$ cat config.mk
export PLATFORM = sky130hd
export DESIGN_NAME = barrier_spawner
export DESIGN_NICKNAME = d
export VERILOG_FILES = /design/src/rtl/barrier_spawner_pkg.sv /design/src/rtl/barrier_spawner_gap_lfsr.sv /design/src/rtl/barrier_spawner.sv
export SDC_FILE = /design/constraint.sdc
export NUM_CORES = 1
export LEC_CHECK = 0
export CAP_MARGIN = 10
export CORE_MARGIN = 3
export CORE_UTILIZATION = 50
export DETAILED_ROUTE_END_ITERATION = 16
export PLACE_DENSITY = 0.75
export SYNTH_ARGS = -nofsm -noshare
export SYNTH_HDL_FRONTEND = slang
export SYNTH_SLANG_ARGS = --single-unit
export TNS_END_PERCENT = 5
$ cat constraint.sdc
create_clock -name clk -period 7.3 [get_ports clk]
set_input_delay 0.73 -clock clk [delete_from_list [all_inputs] [get_ports clk]]
set_output_delay 0.73 -clock clk [all_outputs]
set_load 0.02 [all_outputs]
$ cat src/rtl/barrier_spawner_pkg.sv
// barrier_pkg: shared types and constants for the barrier spawner.
// State encoding, LFSR width, and the Fibonacci tap mask used by gap_lfsr.
package barrier_pkg;

    typedef enum logic {IDLE = 1'b0, BAR = 1'b1} state_t;

    localparam int LFSR_W = 8;

    // Feedback taps: bits 7, 5, 4 and 3.
    localparam logic [LFSR_W-1:0] LFSR_TAPS = 8'hB8;

    // One Fibonacci step: shift left and insert the XOR of the tapped bits at bit 0.
    function automatic logic [LFSR_W-1:0] lfsr_step(input logic [LFSR_W-1:0] v);
        return {v[LFSR_W-2:0], ^(v & LFSR_TAPS)};
    endfunction

endpackage

$ cat src/rtl/barrier_spawner_gap_lfsr.sv
// gap_lfsr: 8-bit Fibonacci LFSR that supplies all randomness for gap placement.
// It advances once per advance pulse, it holds while paused, and it reloads seed on reset.
module gap_lfsr
    import barrier_pkg::*;
(
    input  logic              clk,
    input  logic              reset,
    input  logic              pause,
    input  logic              advance,
    input  logic [LFSR_W-1:0] seed,
    output logic [LFSR_W-1:0] lfsr
);

    logic [LFSR_W-1:0] r_lfsr;

    // Step only on a non-paused advance. The caller has already used the current value.
    always_ff @(posedge clk or posedge reset) begin
        if (reset)
            r_lfsr <= seed;
        else if (!pause && advance)
            r_lfsr <= lfsr_step(r_lfsr);
    end

    assign lfsr = r_lfsr;

endmodule

$ cat src/rtl/barrier_spawner.sv
// barrier_spawner: turns spawn requests into BAR_W-wide barrier columns on scroll ticks.
// Each column is solid except for a contiguous gap whose top row comes from gap_lfsr.
// Optional macro BARRIER_GAP_SHRINK_EN narrows the gap by one every 8 barriers, down to 2.
module barrier_spawner
    import barrier_pkg::*;
#(
    parameter int                ROWS      = 16,
    parameter int                GAP       = 4,
    parameter int                BAR_W     = 2,
    parameter logic [LFSR_W-1:0] LFSR_SEED = 8'hA5
) (
    input  logic            clk,
    input  logic            reset,
    input  logic            pause,
    input  logic            spawn_tick,
    input  logic            scroll_tick,
    output logic [ROWS-1:0] col_out,
    output logic            col_valid,
    output logic            barrier_start
);

    state_t            r_state, w_state_nxt;
    logic [1:0]        r_col_cnt, w_cnt_nxt;
    logic              r_pending, w_pend_nxt;
    logic [ROWS-1:0]   r_col, w_col_nxt, w_col;
    logic              r_valid, w_valid_nxt;
    logic              r_bstart, w_bstart_nxt;
    logic              w_start;
    logic [LFSR_W-1:0] w_lfsr;
    int                w_gap, w_raw, w_lim, w_top;

    gap_lfsr u_lfsr (
        .clk     (clk),
        .reset   (reset),
        .pause   (pause),
        .advance (w_start),
        .seed    (LFSR_SEED),
        .lfsr    (w_lfsr)
    );

`ifdef BARRIER_GAP_SHRINK_EN
    localparam int GW = $clog2(ROWS + 1);
    logic [2:0]    r_bcnt;
    logic [GW-1:0] r_gap;

    // Count barrier starts. On each wrap, narrow the gap for the barriers that follow.
    always_ff @(posedge clk or posedge reset) begin
        if (reset) begin
            r_bcnt <= '0;
            r_gap  <= GW'(GAP);
        end else if (w_start) begin
            r_bcnt <= r_bcnt + 3'd1;
            if (r_bcnt == 3'd7 && r_gap > GW'(2))
                r_gap <= r_gap - GW'(1);
        end
    end

    assign w_gap = int'(r_gap);
`else
    assign w_gap = GAP;
`endif

    // Gap placement: fold the 4-bit raw value into the legal top-row range, then build the column.
    always_comb begin
        w_raw = int'(w_lfsr) & 15;
        w_lim = ROWS - w_gap + 1;
        w_top = (w_raw >= w_lim) ? (w_raw - w_lim) : w_raw;
        w_col = '0;
        for (int r = 0; r < ROWS; r++)
            w_col[r] = !((r >= w_top) && (r < w_top + w_gap));
    end

    // State and output registers. Pause holds everything except the two strobes.
    always_ff @(posedge clk or posedge reset) begin
        if (reset) begin
            r_state   <= IDLE;
            r_col_cnt <= '0;
            r_pending <= 1'b0;
            r_col     <= '0;
            r_valid   <= 1'b0;
            r_bstart  <= 1'b0;
        end else begin
            r_state   <= w_state_nxt;
            r_col_cnt <= w_cnt_nxt;
            r_pending <= w_pend_nxt;
            r_col     <= w_col_nxt;
            r_valid   <= w_valid_nxt;
            r_bstart  <= w_bstart_nxt;
        end
    end

    // Next state and next outputs. Columns are emitted only on non-paused scroll ticks.
    always_comb begin
        w_state_nxt  = r_state;
        w_cnt_nxt    = r_col_cnt;
        w_pend_nxt   = r_pending;
        w_col_nxt    = r_col;
        w_valid_nxt  = 1'b0;
        w_bstart_nxt = 1'b0;
        w_start      = 1'b0;
        if (!pause) begin
            if (spawn_tick)
                w_pend_nxt = 1'b1;
            if (scroll_tick) begin
                w_valid_nxt = 1'b1;
                case (r_state)
                    IDLE: begin
                        if (r_pending || spawn_tick) begin
                            w_start      = 1'b1;
                            w_pend_nxt   = 1'b0;
                            w_col_nxt    = w_col;
                            w_bstart_nxt = 1'b1;
                            w_cnt_nxt    = 2'(BAR_W - 1);
                            w_state_nxt  = (BAR_W > 1) ? BAR : IDLE;
                        end else begin
                            w_col_nxt = '0;
                        end
                    end
                    BAR: begin
                        // r_col still holds this barrier's column. Re-emit it and count down.
                        if (r_col_cnt <= 2'd1) begin
                            w_cnt_nxt   = '0;
                            w_state_nxt = IDLE;
                        end else begin
                            w_cnt_nxt = r_col_cnt - 2'd1;
                        end
                    end
                    default: w_state_nxt = IDLE;
                endcase
            end
        end
    end

    assign col_out       = r_col;
    assign col_valid     = r_valid;
    assign barrier_start = r_bstart;

endmodule

Fig. 1: run 1, where the registers sit
Scale bar: 20 microns.
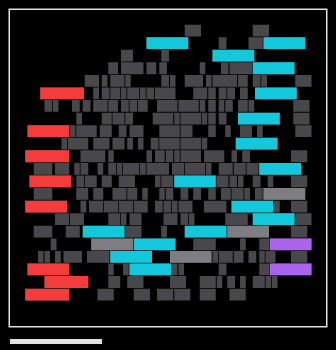
| colour | name in the netlist | sequential cells |
|---|---|---|
| purple | r_col_cnt | 2 |
| cyan | col_out | 16 |
| red | u_lfsr.lfsr | 8 |
final core utilization: 0.609
Seq power: 318 uW
Seq area share: 0.334
Reg area: 756 sq um

Fig. 2: run 1, clock distribution
Scale bar: 20 microns.
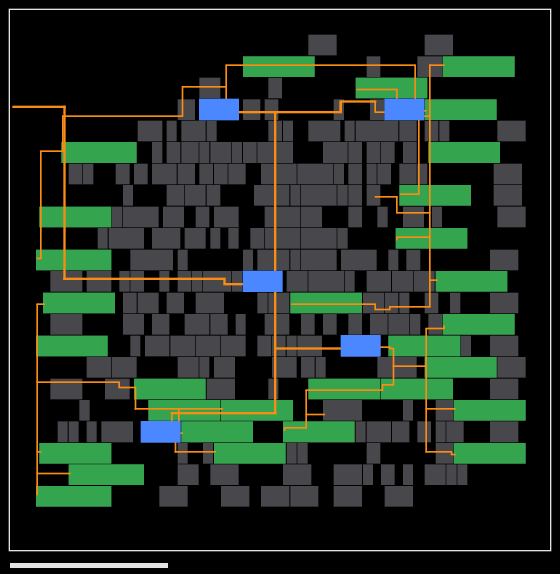
[orange] clock wires | length: 448 microns
[blue] cells driving clock nets | count: 5
[green] flip-flops | count: 30
flops lie: spread over the die
clock skew: 0.00591 ns
Clock Power: 141 uW
Clock Latency Late Sink: 0.29 ns

Fig. 3: run 1, cells coloured by class
Scale bar: 20 microns.
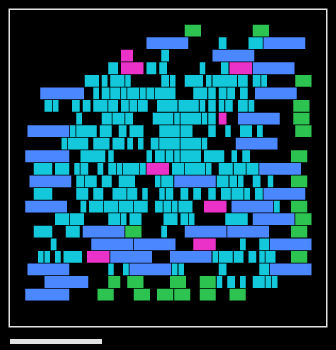
| colour | class | cells | share of their area |
|---|---|---|---|
| blue | flip-flops | 30 | 34% |
| magenta | clock drivers and dummy loads | 8 | 4.3% |
| cyan | all other logic | 178 | 51% |
| green | other buffers and delay cells | 23 | 10% |
Final Cell Area: 0.00226 sq mm
core area: 0.00372 sq mm
FP Rows: 22

Fig. 4: run 1, gate families picked out
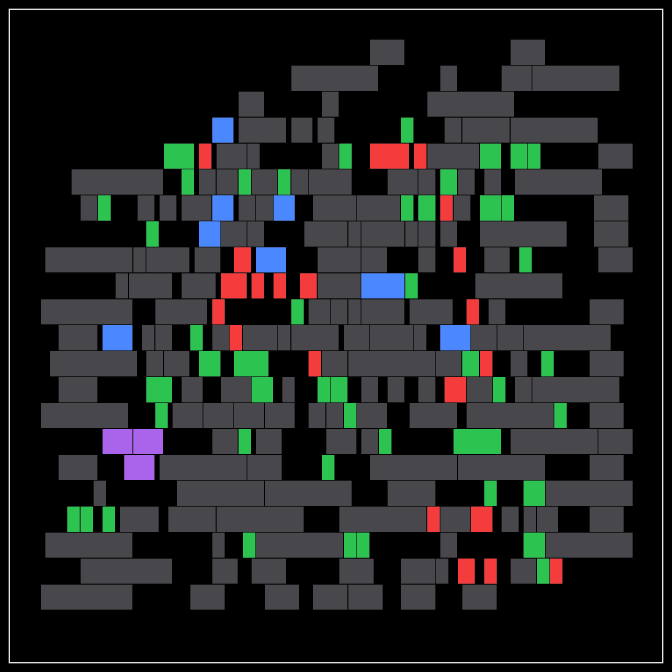
| colour | family | cells |
|---|---|---|
| green | NAND gates | 46 |
| purple | XOR/XNOR gates | 3 |
| red | NOR gates | 21 |
| blue | AND and OR gates | 8 |
Non-Filler Instances: 287
Top cell excl fill/tap: nand2_1
combinational share of cell area: 0.470

==> CHANGELOG.md, run 1 <==
## Implementation

* Hold Startpoint: u_lfsr.lfsr[6]
* Post-synth top area share at 0.335
* CP endpoint: col_out[10]
* Outcome: finished clean
* Top cells excl fill/tap: nand2_1, dfrtp_1, clkdlybuf4s50_1
* Fillers at 331
* Top logic family: AND-OR/OR-AND gates
* Met1 Wirelength at 1.93 mm
* Tool warnings at 34
* Synth cell count leaders: nand2_1, dfrtp_1, o21ai_0
* Int Power at 571 uW
* DRC viols at 0
* Flop2flop setup slack at ~4.0 ns
* GRT Residual Overflow at 0
* R2r endpoint: col_out[10]
* Routed len/inst at 15.5 microns
* Logic area at 0.00106 sq mm
* Aoi share at 0.237
* Highest-power group: combinational cells
* Crit path DRT at 7.47 ns
* Worst-case vdd ir drop at roughly 0.26 mV
* Max-slew violation count at 0
* EDFF count, synth at 0
* Number of global-route vias before repair at 1,568
* Setup ws final at 4.01 ns
* Critical Path AT at 3.46 ns
* Clk root buf: clkbuf_8
* Non-clock buffering overhead at 0.101
* Unique cell types at 58
* Largest cell class: combinational gates
* Fp util at 0.523
* Bufs w/o clock at 23
* Area of the mapped netlist at approximately 0.0019 sq mm
* Met3 Resource Use GR at 0.0558
* Largest net degree at the start of global routing at 31
* Reg2reg path depth at 13
* Worst Hold Path EP: u_lfsr.lfsr[6]
* Cell with the most instances after synthesis: nand2_1
Fig. 5: run 1, routing congestion
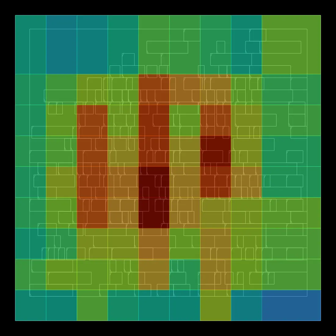

## Run 2: what changed since run 1
--- a/config.mk
+++ b/config.mk
@@ -9,7 +9,7 @@
 export CORE_MARGIN = 3
 export CORE_UTILIZATION = 50
 export DETAILED_ROUTE_END_ITERATION = 16
-export PLACE_DENSITY = 0.75
+export PLACE_DENSITY = 0.77
 export SYNTH_ARGS = -nofsm -noshare
 export SYNTH_HDL_FRONTEND = slang
 export SYNTH_SLANG_ARGS = --single-unit
==> constraint.sdc (replaced) <==
create_clock -name clk -period 2.65 [get_ports clk]
set_input_delay 0.265 -clock clk [delete_from_list [all_inputs] [get_ports clk]]
set_output_delay 0.265 -clock clk [all_outputs]
set_load 0.02 [all_outputs]
Fig. 6: run 2, routing congestion
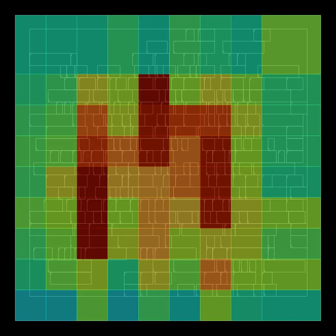
gr busiest metal: met2
met3 Resource Use GR: 0.0476
GRT Total Usage: 0.224
routed len/inst: 15.0 microns
GR Util met1: 0.275

Fig. 7: run 2, where the registers sit
Scale bar: 20 microns.
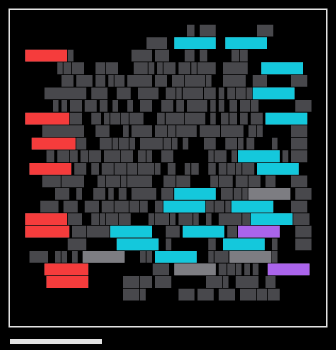
| colour | name in the netlist | sequential cells |
|---|---|---|
| red | u_lfsr.lfsr | 8 |
| purple | r_col_cnt | 2 |
| cyan | col_out | 16 |
not coloured: 4
Seq area share: 0.307
final core utilization: 0.662

==> CHANGELOG.md, run 2 <==
## Implementation

* Critical Path AT at 2.72 ns (-0.74 ns)
* Fp util at 0.523 (unchanged)
* Logic area at 0.00112 sq mm (+4.9%)
* Int Power at 1760 uW (+210%)
* Cell with the most instances after synthesis: nand2_1
* Bufs w/o clock at 42 (+83%)
* Reg2reg path depth at 13 (unchanged)
* Outcome: finished clean
* Clock skew at 0.00554 ns (-0.000372 ns)
* CP endpoint: col_out[14]
* Worst-case vdd ir drop at 0.673 mV (+160%)
* DRC viols at 0 (unchanged)
* EDFF count, synth at 0 (unchanged)
* Clock Latency Late Sink at 0.29 ns (about the same)
* Core area at 0.00372 sq mm (unchanged)
* Area of the mapped netlist at 0.00194 sq mm (unchanged)
* Largest net degree at the start of global routing at 31 (unchanged)
* FP Rows at 22 (unchanged)
* Highest-power group: combinational cells
* Met1 Wirelength at 2.01 mm (+4.4%)
* Aoi share at 0.237 (unchanged)
* Synth cell count leaders: nand2_1, dfrtp_1, o21ai_0
* Top cell excl fill/tap: nand2_1
* Final Cell Area at 0.00246 sq mm (+8.6%)
* Number of global-route vias before repair at 1,696 (+8.2%)
* Unique cell types at 58 (unchanged)
* Combinational share of cell area at 0.454 (-0.0159)
* Non-Filler Instances at 306 (+6.6%)
* Seq power at 818 uW (+160%)
* Non-clock buffering overhead at 0.151 (+0.0500)
Fig. 8: run 2, cells coloured by class
Scale bar: 20 microns.
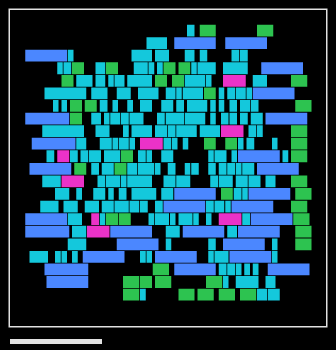

## Run 3: what changed since run 2
--- a/config.mk
+++ b/config.mk
@@ -9,7 +9,9 @@
 export CORE_MARGIN = 3
 export CORE_UTILIZATION = 50
 export DETAILED_ROUTE_END_ITERATION = 16
+export GPL_TIMING_DRIVEN = 0
 export PLACE_DENSITY = 0.77
+export REMOVE_ABC_BUFFERS = 1
 export SYNTH_ARGS = -nofsm -noshare
 export SYNTH_HDL_FRONTEND = slang
 export SYNTH_SLANG_ARGS = --single-unit
Fig. 9: run 3, cells coloured by class
Scale bar: 20 microns.
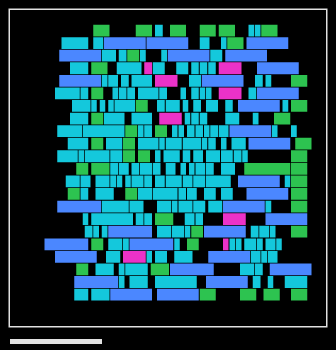
| colour | class | cells | share of their area |
|---|---|---|---|
| cyan | all other logic | 178 | 50% |
| green | other buffers and delay cells | 43 | 16% |
| blue | flip-flops | 30 | 30% |
| magenta | clock drivers and dummy loads | 8 | 3.6% |
Seq area share: 0.295
final core utilization: 0.691

Fig. 10: run 3, where the registers sit
Scale bar: 20 microns.
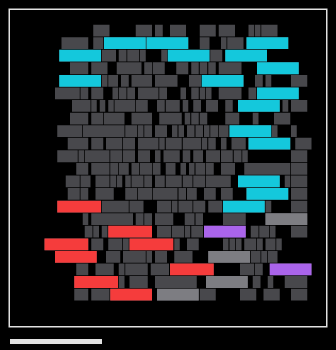
| colour | name in the netlist | sequential cells |
|---|---|---|
| cyan | col_out | 16 |
| red | u_lfsr.lfsr | 8 |
| purple | r_col_cnt | 2 |
not coloured: 4
Seq power: 854 uW
Reg area: 758 sq um

==> CHANGELOG.md, run 3 <==
## Implementation

* Unique cell types at 58 (unchanged)
* Vias per cell at 6.04
* Die Width at 68.4 microns
* Met1 Wirelength at 2.13 mm (+6.1%)
* Max-slew violation count at 0
* Met3 Resource Use GR at 0.0460 (-0.00164)
* Ys flop type: dfrtp_1
* Max_cap viols at 0
* Largest stage delay, worst path at 0.58 ns
* Non-Filler Instances at 307 (+0.33%)
* GRT Total Usage at 0.210 (-0.0143)
* CP startpoint kind: flip-flop
* Fp util at 0.523 (unchanged)
* Area of the mapped netlist at 0.00194 sq mm (unchanged)
* FP Rows at 22 (unchanged)
* Max layer used: met4
* Pwr Total at roughly 3300 uW
* Logic area at 0.00118 sq mm (+5.9%)
* Synth cell count leaders: nand2_1, dfrtp_1, o21ai_0
* GR Util met1 at 0.281 (+0.00597)
* Worst-case vdd ir drop at 0.547 mV (-19%)
* Worst path buffer plus inverter count at 2
* Clock Latency Late Sink at 0.29 ns (about the same)
* Master of the slowest instance on the critical path: dfstp_2
* DRC viols at 0 (unchanged)
* DP Worst Slack at -0.626 ns
* CP endpoint: col_out[14]
* Critical Path AT at 2.80 ns (+0.08 ns)
* Final setup violating endpoints at 0
* Top cell excl fill/tap: nand2_1
* Comb pwr share at 0.630
* Reg2reg path depth at 12 (-1)
* Final Cell Area at 0.00257 sq mm (+4.4%)
* DR pass1 iterations at 5
* Gr busiest metal: met2
* Int Power at 1820 uW (+3.4%)
* Highest-power group: combinational cells
* Non-clock buffering overhead at 0.159 (+0.00872)
* Clock skew at 0.00706 ns (+0.00153 ns)
* Combinational share of cell area at 0.461 (+0.00658)
* Cell with the most instances after synthesis: nand2_1
* Bufs w/o clock at 43 (+2.4%)
* Outcome: finished clean
* CTS tree: yes
* Core area at 0.00372 sq mm (unchanged)
* EDFF count, synth at 0 (unchanged)
* Routed len/inst at 16.2 microns (+7.4%)
* Largest net degree at the start of global routing at 31 (unchanged)
No activity file was given, so power comes from the tool's default toggle rates.
